<file path="config.mk">
export PLATFORM = sky130hd
export DESIGN_NAME = pe_relay_fifo
export DESIGN_NICKNAME = d
export VERILOG_FILES = /design/src/rtl/pe_relay_fifo.sv
export SDC_FILE = /design/constraint.sdc
export NUM_CORES = 2
export LEC_CHECK = 0
export ABC_CLOCK_PERIOD_IN_PS = 10480
export CAP_MARGIN = 20
export CORE_AREA = 2 2 656 658
export DETAILED_ROUTE_END_ITERATION = 12
export DIE_AREA = 0 0 658 660
export PLACE_DENSITY = 0.53
export SLEW_MARGIN = 20
export SYNTH_ARGS = -nofsm -noshare
export SYNTH_HDL_FRONTEND = slang
export SYNTH_HIERARCHICAL = 1
export SYNTH_SLANG_ARGS = --single-unit
</file>
<file path="constraint.sdc">
create_clock -name clk -period 10.48 [get_ports clk]
set_input_delay 1.048 -clock clk [delete_from_list [all_inputs] [get_ports clk]]
set_output_delay 1.048 -clock clk [all_outputs]
set_load 0.02 [all_outputs]
</file>
<file path="src/rtl/pe_relay_fifo.sv">
// Four-direction relay tile for the PE mesh: one independent valid/ready FIFO
// per direction, with ap_start freezing all traffic without losing words.

module pe_relay_fifo_chan #(
  parameter int WIDTH      = 8,
  parameter int DEPTH_LOG2 = 2
) (
  input  logic                  clk,
  input  logic                  reset_n,
  input  logic                  ap_start,
  input  logic [WIDTH-1:0]      in_data,
  input  logic                  in_valid,
  output logic                  in_ready,
  output logic [WIDTH-1:0]      out_data,
  output logic                  out_valid,
  input  logic                  out_ready,
  output logic [DEPTH_LOG2:0]   level
);
  localparam int unsigned DEPTH = 2 ** DEPTH_LOG2;
  localparam logic [DEPTH_LOG2:0] FULL_LEVEL = DEPTH[DEPTH_LOG2:0];

  logic [DEPTH_LOG2-1:0] wr_ptr_q, wr_ptr_d;
  logic [DEPTH_LOG2-1:0] rd_ptr_q, rd_ptr_d;
  logic [DEPTH_LOG2:0]   level_q, level_d;
  logic [WIDTH-1:0]      mem_q [DEPTH];
  logic                  push, pop;

  // Ready is gated by reset_n so it drops immediately on an async reset.
  always_comb begin
    in_ready  = reset_n & ap_start & (level_q < FULL_LEVEL);
    out_valid = ap_start & (level_q != '0);
    out_data  = (level_q != '0) ? mem_q[rd_ptr_q] : '0;
    push      = in_valid & in_ready;
    pop       = out_valid & out_ready;
    wr_ptr_d  = wr_ptr_q;
    rd_ptr_d  = rd_ptr_q;
    level_d   = level_q;
    if (push) wr_ptr_d = wr_ptr_q + DEPTH_LOG2'(1);
    if (pop)  rd_ptr_d = rd_ptr_q + DEPTH_LOG2'(1);
    case ({push, pop})
      2'b10:   level_d = level_q + (DEPTH_LOG2 + 1)'(1);
      2'b01:   level_d = level_q - (DEPTH_LOG2 + 1)'(1);
      default: level_d = level_q;
    endcase
  end

  always_ff @(posedge clk or negedge reset_n) begin
    if (!reset_n) begin
      wr_ptr_q <= '0;
      rd_ptr_q <= '0;
      level_q  <= '0;
    end else begin
      wr_ptr_q <= wr_ptr_d;
      rd_ptr_q <= rd_ptr_d;
      level_q  <= level_d;
    end
  end

  always_ff @(posedge clk) begin
    if (push) mem_q[wr_ptr_q] <= in_data;
  end

  assign level = level_q;
endmodule

module pe_relay_fifo #(
  parameter int EAST_WIDTH      = 130,
  parameter int WEST_WIDTH      = 260,
  parameter int NORTH_WIDTH     = 260,
  parameter int SOUTH_WIDTH     = 166,
  parameter int FIFO_DEPTH_LOG2 = 2
) (
  input  logic                       clk,
  input  logic                       reset_n,
  input  logic                       ap_start,
  input  logic [EAST_WIDTH-1:0]      in_from_east,
  input  logic                       in_from_east_valid,
  output logic                       in_from_east_ready,
  output logic [EAST_WIDTH-1:0]      out_to_east,
  output logic                       out_to_east_valid,
  input  logic                       out_to_east_ready,
  output logic [FIFO_DEPTH_LOG2:0]   level_east,
  input  logic [WEST_WIDTH-1:0]      in_from_west,
  input  logic                       in_from_west_valid,
  output logic                       in_from_west_ready,
  output logic [WEST_WIDTH-1:0]      out_to_west,
  output logic                       out_to_west_valid,
  input  logic                       out_to_west_ready,
  output logic [FIFO_DEPTH_LOG2:0]   level_west,
  input  logic [NORTH_WIDTH-1:0]     in_from_north,
  input  logic                       in_from_north_valid,
  output logic                       in_from_north_ready,
  output logic [NORTH_WIDTH-1:0]     out_to_north,
  output logic                       out_to_north_valid,
  input  logic                       out_to_north_ready,
  output logic [FIFO_DEPTH_LOG2:0]   level_north,
  input  logic [SOUTH_WIDTH-1:0]     in_from_south,
  input  logic                       in_from_south_valid,
  output logic                       in_from_south_ready,
  output logic [SOUTH_WIDTH-1:0]     out_to_south,
  output logic                       out_to_south_valid,
  input  logic                       out_to_south_ready,
  output logic [FIFO_DEPTH_LOG2:0]   level_south
);
  pe_relay_fifo_chan #(.WIDTH(EAST_WIDTH), .DEPTH_LOG2(FIFO_DEPTH_LOG2)) u_east (
    .clk(clk), .reset_n(reset_n), .ap_start(ap_start),
    .in_data(in_from_east), .in_valid(in_from_east_valid), .in_ready(in_from_east_ready),
    .out_data(out_to_east), .out_valid(out_to_east_valid), .out_ready(out_to_east_ready),
    .level(level_east)
  );

  pe_relay_fifo_chan #(.WIDTH(WEST_WIDTH), .DEPTH_LOG2(FIFO_DEPTH_LOG2)) u_west (
    .clk(clk), .reset_n(reset_n), .ap_start(ap_start),
    .in_data(in_from_west), .in_valid(in_from_west_valid), .in_ready(in_from_west_ready),
    .out_data(out_to_west), .out_valid(out_to_west_valid), .out_ready(out_to_west_ready),
    .level(level_west)
  );

  pe_relay_fifo_chan #(.WIDTH(NORTH_WIDTH), .DEPTH_LOG2(FIFO_DEPTH_LOG2)) u_north (
    .clk(clk), .reset_n(reset_n), .ap_start(ap_start),
    .in_data(in_from_north), .in_valid(in_from_north_valid), .in_ready(in_from_north_ready),
    .out_data(out_to_north), .out_valid(out_to_north_valid), .out_ready(out_to_north_ready),
    .level(level_north)
  );

  pe_relay_fifo_chan #(.WIDTH(SOUTH_WIDTH), .DEPTH_LOG2(FIFO_DEPTH_LOG2)) u_south (
    .clk(clk), .reset_n(reset_n), .ap_start(ap_start),
    .in_data(in_from_south), .in_valid(in_from_south_valid), .in_ready(in_from_south_ready),
    .out_data(out_to_south), .out_valid(out_to_south_valid), .out_ready(out_to_south_ready),
    .level(level_south)
  );
endmodule

</file>
==> run summary <==
Implementation numbers.

- The number of cells after detailed placement reads 12.5k.
- The async set-or-reset flop fraction in the synthesized netlist is 0.851%.
- The number of non-clock buffers reads 1738.
- The cell-internal power is 29.9 mW.
- The post-synth count of flops with an enable pin is 3264.
- The logic area reads 24400 µm².
- The end-of-flow core utilization reads 37.4%.
- The pre-placement core utilization is 29.3%.
- The average cell area after synthesis is 23.4 µm².
- The sequential group share of total power reads 34.0%.
- The register area reads 98700 µm².
- The number of sequential cells in the layout reads 3292.
- The post-synthesis share of cell area spent on and-or and or-and gates is 0.0160%.
- The most frequently used flop master after synthesis is sky130_fd_sc_hd__edfxtp_1.
- The power of the clock network reads 12.5 mW.
- In this run, post-CTS repair resized a total of 0 instances.
- The busiest layer in global routing is met2.
- The number of well taps is 5687.
- The OpenROAD warning count is 83.
- The post-synthesis share of cell area spent on and, or, nand and nor gates is 4.33%.
- The number of cell instances after yosys synthesis is 5336.
- The die is 658 µm wide.
- The power density relative to cell area is 285 nW/µm².
- The number of register bits inferred by synthesis reads 3292.
- The die area is 434000 µm².
- The top cell type by total area after synthesis is sky130_fd_sc_hd__edfxtp_1.
- The top cell types in the final layout, fill and taps aside, are sky130_fd_sc_hd__edfxtp_1 (3264), sky130_fd_sc_hd__clkdlybuf4s50_1 (1660), sky130_fd_sc_hd__and2_1 (820), sky130_fd_sc_hd__mux4_2 (816), sky130_fd_sc_hd__clkbuf_16 (366).
- The placement row count is 240.
- The placement stage leaves a total instance area of 148000 µm².
- The flow reports power dissipated in sequential cells as 15.5 mW.
- The final weighted congestion in routability-driven placement is 0.896.
- The source of the worst register-to-register timing path reads u_west/level[2].
- The most used standard cell by instance count after synthesis reads sky130_fd_sc_hd__edfxtp_1.
- Sequential elements use 79.1% of the synthesized area.
- The antenna diode instance count is 75.
- The largest registers in the layout are u_north/mem_q: 1040 flops, u_west/mem_q: 1040 flops, u_south/mem_q: 664 flops.
- The multi-input combinational area share reads 15.3%.
- The net switching power in the latest report is 15.6 mW.
- The tree is rooted in a sky130_fd_sc_hd__clkbuf_16.
- The number of logic stages on the critical path including buffering is 5.
- Looking at the max-slew report, the worst-margin pin has a slew of 1.29 ns.
- The total setup violations reported at the end of the flow reads 0.
- The type of the setup path with the least slack reads flip-flop to output pin.
- The met1 track utilization from global routing reads 20.4%.
- The highest cell delay on the worst timing path reads 0.93 ns.
- The setup fix buffers added after clock tree synthesis reads 0.
- The fraction of power consumed by the clock network is 27.4%.
- The total DRC errors in the routed layout reads 0.
- The HPWL reported at the end of detailed placement is 307000 µm.
- The cell-mix breakdown from Yosys lists the adder-cell area share as 0.265%.
- The max-cap violation count is 0.
- Traced cell by cell, the critical path runs through buf_12 > buf_4 > mux4_2 > and2_1 > clkdlybuf4s50_1.
- The worst vdd rail ir drop reads 0.000261 V.
- The first TritonRoute pass finished after 5 iterations.
- The post-layout instance count excluding filler cells reads 13.2k.
- The met2 demand-to-capacity share in global routing reads 33.5%.
- The flow ran to the end, and the final reports show no timing, DRC or antenna violations.
- The main area contributors are sky130_fd_sc_hd__edfxtp_1 (78%), sky130_fd_sc_hd__mux4_2 (15%), sky130_fd_sc_hd__and2_1 (4.2%).
- For this block, the initial DRC count from the detailed router was 4789.
- The area fraction of clock buffers and clock inverters reads 7.23%.
- The inverter count reads 24.
- The setup check on the worst reg-to-reg path leaves a slack of 6.53 ns.
- The switching portion of total power reads 34.3%.
- Global routing finished with a remaining overflow of 0.
- The cts-stage hold buffer count is 0.
Figure 1. Clock routing.
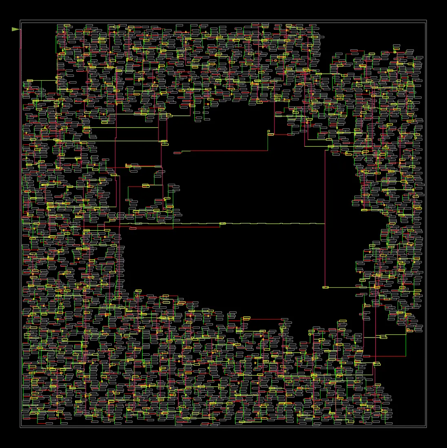
CLK BUF: 451
number of buffers added by the clock tree synthesis step: 364
# clock sinks: 3292

Figure 2. Wiring heat map.
The bar under the picture is 200 µm long. 33 x 33 tiles, from dark blue (low) to red (high), scaled to the fullest tile. Values are wire area over tile area, all layers added.
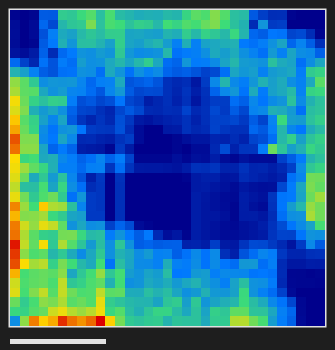
emptiest ninth of the die: middle
fullest tile: 0.60
mean over tiles: 0.17
densest ninth of the die: bottom left
nearly empty tiles: 9.6%
via total after detailed routing: 62.5k
combined global-route utilization of all metal layers: 19.4%
average routed wire per standard cell: 32.8 µm
final routed wirelength across all metal layers: 433000 µm

Figure 3. Placed cells, one color a class.
Fill, decap, tap and diode cells in gray.
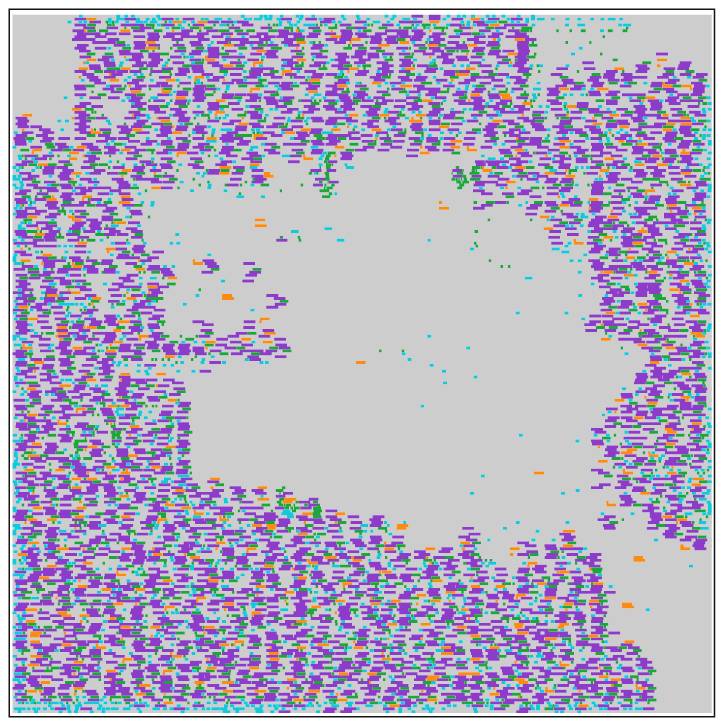
[cyan] remaining buffers and delay cells | cells: 1738
[orange] clock drivers and dummy loads | cells: 658
[green] combinational and other logic | cells: 1764
[purple] sequential cells | cells: 3292

Power figures rest on the tool's default switching activity, not on a simulated workload.
